### src/rtl/mio_responder.sv
// Memory-mapped I/O responder: decodes CPU word accesses to a synchronous RAM,
// an LED register, a synchronised switch port and a free-running counter.
//
// state  | meaning
// IDLE   | waiting for CPU_MIO, latches the request when it arrives
// ACCESS | RAM strobe issued, or peripheral read/write performed
// WAIT   | RAM read data returning, captured into Data_in
// DONE   | MIO_ready pulse, then back to IDLE
module mio_responder #(
  parameter int          RAM_AW   = 10,
  parameter logic [15:0] LED_INIT = 16'h0000
) (
  input  logic              clk,
  input  logic              reset,
  input  logic              CPU_MIO,
  input  logic              mem_w,
  input  logic [31:0]       Addr_out,
  input  logic [31:0]       Data_out,
  output logic [31:0]       Data_in,
  output logic              MIO_ready,
  output logic              ram_en,
  output logic              ram_we,
  output logic [RAM_AW-1:0] ram_addr,
  output logic [31:0]       ram_din,
  input  logic [31:0]       ram_dout,
  input  logic [15:0]       sw,
  output logic [15:0]       led,
  output logic [1:0]        state
);

  typedef enum logic [1:0] {
    S_IDLE   = 2'd0,
    S_ACCESS = 2'd1,
    S_WAIT   = 2'd2,
    S_DONE   = 2'd3
  } state_t;

  typedef enum logic [2:0] {
    T_RAM  = 3'd0,
    T_LED  = 3'd1,
    T_SW   = 3'd2,
    T_CNT  = 3'd3,
    T_NONE = 3'd4
  } target_t;

  localparam logic [31:0] LED_ADDR = 32'hE000_0000;
  localparam logic [31:0] SW_ADDR  = 32'hF000_0000;
  localparam logic [31:0] CNT_ADDR = 32'hF000_0004;

  state_t            state_q;
  target_t           tgt_q;
  target_t           req_tgt;
  logic [RAM_AW-1:0] addr_q;
  logic [31:0]       data_q;
  logic              we_q;
  logic [31:0]       cnt_q;
  logic [15:0]       sw_meta;
  logic [15:0]       sw_sync;
  logic              cnt_load;
  logic              unused_addr_lsb;

  // Byte lane bits carry no meaning: every access is a full word.
  function automatic target_t decode(input logic [31:0] a);
    if (a[31:RAM_AW+2] == '0)          return T_RAM;
    else if (a[31:2] == LED_ADDR[31:2]) return T_LED;
    else if (a[31:2] == SW_ADDR[31:2])  return T_SW;
    else if (a[31:2] == CNT_ADDR[31:2]) return T_CNT;
    else                                return T_NONE;
  endfunction

  assign req_tgt         = decode(Addr_out);
  assign unused_addr_lsb = ^Addr_out[1:0];

  assign state    = state_q;
  assign ram_addr = addr_q;
  assign ram_din  = data_q;
  assign cnt_load = (state_q == S_ACCESS) && we_q && (tgt_q == T_CNT);

  always_ff @(posedge clk or negedge reset) begin
    if (!reset) begin
      sw_meta <= '0;
      sw_sync <= '0;
    end else begin
      sw_meta <= sw;
      sw_sync <= sw_meta;
    end
  end

  always_ff @(posedge clk or negedge reset) begin
    if (!reset)        cnt_q <= '0;
    else if (cnt_load) cnt_q <= data_q;
    else               cnt_q <= cnt_q + 32'd1;
  end

  // RAM strobes are registered on the accepting edge so they are high
  // exactly for the ACCESS cycle.
  always_ff @(posedge clk or negedge reset) begin
    if (!reset) begin
      state_q   <= S_IDLE;
      tgt_q     <= T_NONE;
      addr_q    <= '0;
      data_q    <= '0;
      we_q      <= 1'b0;
      Data_in   <= '0;
      MIO_ready <= 1'b0;
      ram_en    <= 1'b0;
      ram_we    <= 1'b0;
      led       <= LED_INIT;
    end else begin
      ram_en    <= 1'b0;
      ram_we    <= 1'b0;
      MIO_ready <= 1'b0;
      case (state_q)
        S_IDLE: begin
          if (CPU_MIO) begin
            addr_q  <= Addr_out[RAM_AW+1:2];
            data_q  <= Data_out;
            we_q    <= mem_w;
            tgt_q   <= req_tgt;
            state_q <= S_ACCESS;
            if (req_tgt == T_RAM) begin
              ram_en <= 1'b1;
              ram_we <= mem_w;
            end
          end
        end
        S_ACCESS: begin
          if (tgt_q == T_RAM && !we_q) begin
            state_q <= S_WAIT;
          end else begin
            state_q   <= S_DONE;
            MIO_ready <= 1'b1;
          end
          if (we_q) begin
            if (tgt_q == T_LED) led <= data_q[15:0];
          end else begin
            case (tgt_q)
              T_LED:   Data_in <= {16'h0000, led};
              T_SW:    Data_in <= {16'h0000, sw_sync};
              T_CNT:   Data_in <= cnt_q;
              T_NONE:  Data_in <= '0;
              default: ;
            endcase
          end
        end
        S_WAIT: begin
          Data_in   <= ram_dout;
          state_q   <= S_DONE;
          MIO_ready <= 1'b1;
        end
        S_DONE: begin
          state_q <= S_IDLE;
        end
        default: state_q <= S_IDLE;
      endcase
    end
  end

endmodule

### config.mk
export PLATFORM = sky130hd
export DESIGN_NAME = mio_responder
export DESIGN_NICKNAME = d
export VERILOG_FILES = /design/src/rtl/mio_responder.sv
export SDC_FILE = /design/constraint.sdc
export NUM_CORES = 1
export LEC_CHECK = 0
export CAP_MARGIN = 20
export CORE_UTILIZATION = 30
export CTS_BUF_LIST = sky130_fd_sc_hd__clkbuf_8 sky130_fd_sc_hd__clkbuf_16
export CTS_CLUSTER_SIZE = 25
export DETAILED_ROUTE_END_ITERATION = 7
export HOLD_SLACK_MARGIN = 0.03
export SYNTH_ARGS = -nofsm -noshare
export SYNTH_HDL_FRONTEND = slang
export SYNTH_SLANG_ARGS = --single-unit
### constraint.sdc
create_clock -name clk -period 2.1 [get_ports clk]
set_clock_uncertainty 0.05 [all_clocks]
set_input_delay 0.42 -clock clk [delete_from_list [all_inputs] [get_ports clk]]
set_output_delay 0.42 -clock clk [all_outputs]
set_load 0.02 [all_outputs]
Logic cells by family:
Bar = 50 µm.
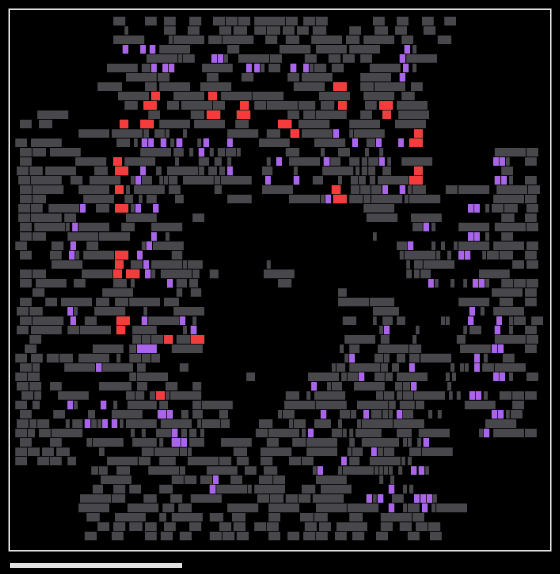
AND-OR and OR-AND gates -> red  # cells 33
inverting AOI/OAI gates -> purple  # cells 123, where all over the die

Clock nets:
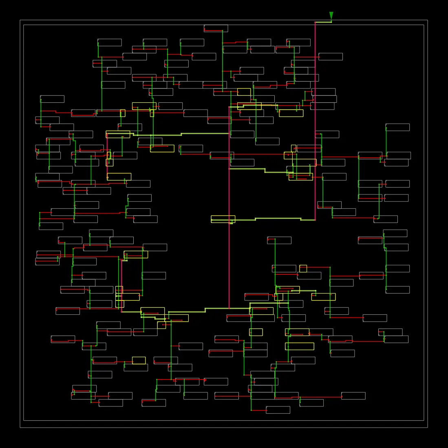
cts bufs inserted: 17
clock group total power: 3.04 mW
sinks on the clock net: 163
clock buffer count: 20

[what timing repair did]
item                                   in CTS  in global routing
resized                                     0                  5
setup endpoints to repair                   0                 22
endpoints found under the hold margin      44                  0
setup buffers                               0                  0
hold buffers                                1                  0
[per-layer routing]
| metal | GRT usage [%] | routed length, µm | part of all wire (%) | vias to the layer above |
|---|---|---|---|---|
| li1 | - | - | - | 2750 |
| met1 | 20.9 | 8860 | 47 | 2708 |
| met2 | 26.0 | 9120 | 48 | 132 |
| met3 | 3.58 | 827 | 4.4 | 12 |
| met4 | 4.48 | 190 | 1.0 | 0 |
| met5 | 0 | 0 | 0 | - |
==> notes.md <==
Main metrics from the flow reports.

The flow ran to the end, and the final reports show no timing, DRC or antenna violations. The post-synthesis cell type count is 41. The synthesis run identifies the leading combinational cell family as AND-OR/OR-AND gates. The detail route stage leaves a number of antenna-violating nets equal to 0. The cell-internal power is 8.15 mW. The post-place setup slack is -0.0278 ns.

The largest cell class by area is sequential cells. The count of cells in the finished layout, fillers not included, comes to approximately 1.2k. The total number of multi-input combinational cells came out at about 430.

The max-cap check violation count came out at 0. The worst hold path passes through 0 cells. The post-synth tally of flip-flops with integrated enable is 0.

The layout net count came out at 1002. The non-clock buffer total of the final layout is 243. The clock root buffer is sky130_fd_sc_hd__clkbuf_16. The switching portion of total power comes to 36.0%.

The warning total across the stage logs came out at 32. The final timing report derives a shortest allowable period of around 2.0 ns. The critical path ends at cnt_q[29]. The register fraction of the total cell area came out at 39.1%.

Summing all placed instances gives a cell area of between 9000 and 10000 µm². The parity-gate share of the synthesized area counting xor and xnor cells is 3.77%. The setup path with the least slack is of type reg -> reg.

The synthesis report names the predominant flop master as sky130_fd_sc_hd__dfrtp_1. The final worst-path cycle share is roughly 97%. The area of the die is 24600 µm².

Per the layout area report, the combinational gate area comes to ~2900 µm². The clock network area share came out at 5.48%. The synthesized netlist devotes 12.7% of its cell area to simple gates. The total via count in the routed design came out at between 5k and 6k. The number of inverters outside the clock class in the layout came out at 24. Per report_power, the Sequential row totals 4.51 mW.

The post-route utilization of the core is recorded as 44.4%. The later-pin clock latency in the skew report is 0.42 ns. The report lists the number of standard-cell rows as roughly 56. Traced cell by cell, the critical path runs through nand3_2 -> or4_4 -> nor4_1 -> xnor2_1 -> a21oi_1.

OpenSTA lists the critical path startpoint as cnt_q[5]. The I/O pin total came out at 211. The maximum achievable frequency is 489 MHz.

The launch point of the worst min-delay path is recorded as sw_meta[5]. The reported leakage power came out at 4.33 nW. The portion of the layout cell area used by non-clock buffers is ~23%. The number of design-rule violations left by the first detailed-router iteration came out at 201. The share of power burned in registers is 35.4%. The fraction of post-synthesis cell area in the top cell type by area is a little under three fifths. The initial standard-cell utilization of the core is about 31%.

Hold-check failures listed in the final report amount to 0. Summed over all nets, the switching power comes to between 4 and 5 mW. The area overhead of the layout relative to synthesis is 44.8%. The worst hold margin came out at 0.300 ns. The slowest library cell on the worst path is sky130_fd_sc_hd__or4_4. The final worst-path setup slack came out at 0.0558 ns. Of all cell types, the one taking the most synthesized area is sky130_fd_sc_hd__dfrtp_1. In this run the standard cell core region covers 23500 µm². The hold-critical path endpoint is sw_sync[5]. In the final layout, the share of cells above drive strength 1 is between 15 and 20%.

The final weighted congestion in routability-driven placement came out at 0.767. Of the total synthesized cell area, the portion taken by full adders, half adders and majority gates is less than 1%. Data on the critical path is required at its endpoint by 2.33 ns.

The power attributed to combinational cells came out at about 5.2 mW. The origin of the critical flop-to-flop path is cnt_q[5]. The number of cells after detailed placement came out at 1181.

The group that draws the most power in this run is combinational logic. The post-detailed-route DRC marker count came out at 0. The footprint of the flip-flops and latches is 4080 µm².

The count of input and output buffers is between 200 and 250. The fraction of synthesis flops using an asynchronous set or reset pin is 100%. The number of well-tap cells placed is around 320. The total global routing overflow came out at 0.

The mean cell area of the mapped netlist is approximately 11 µm². In this run the horizontal extent of the chip is 157 µm. The sequential share of the synthesized area is 56.7%.

The multiplexer share of the synthesized area came out at under 10%. Entering global routing, the biggest net connects 51 pins. The count of H-tree levels built during CTS came out at 4.
No activity file was given, so power comes from the tool's default toggle rates.
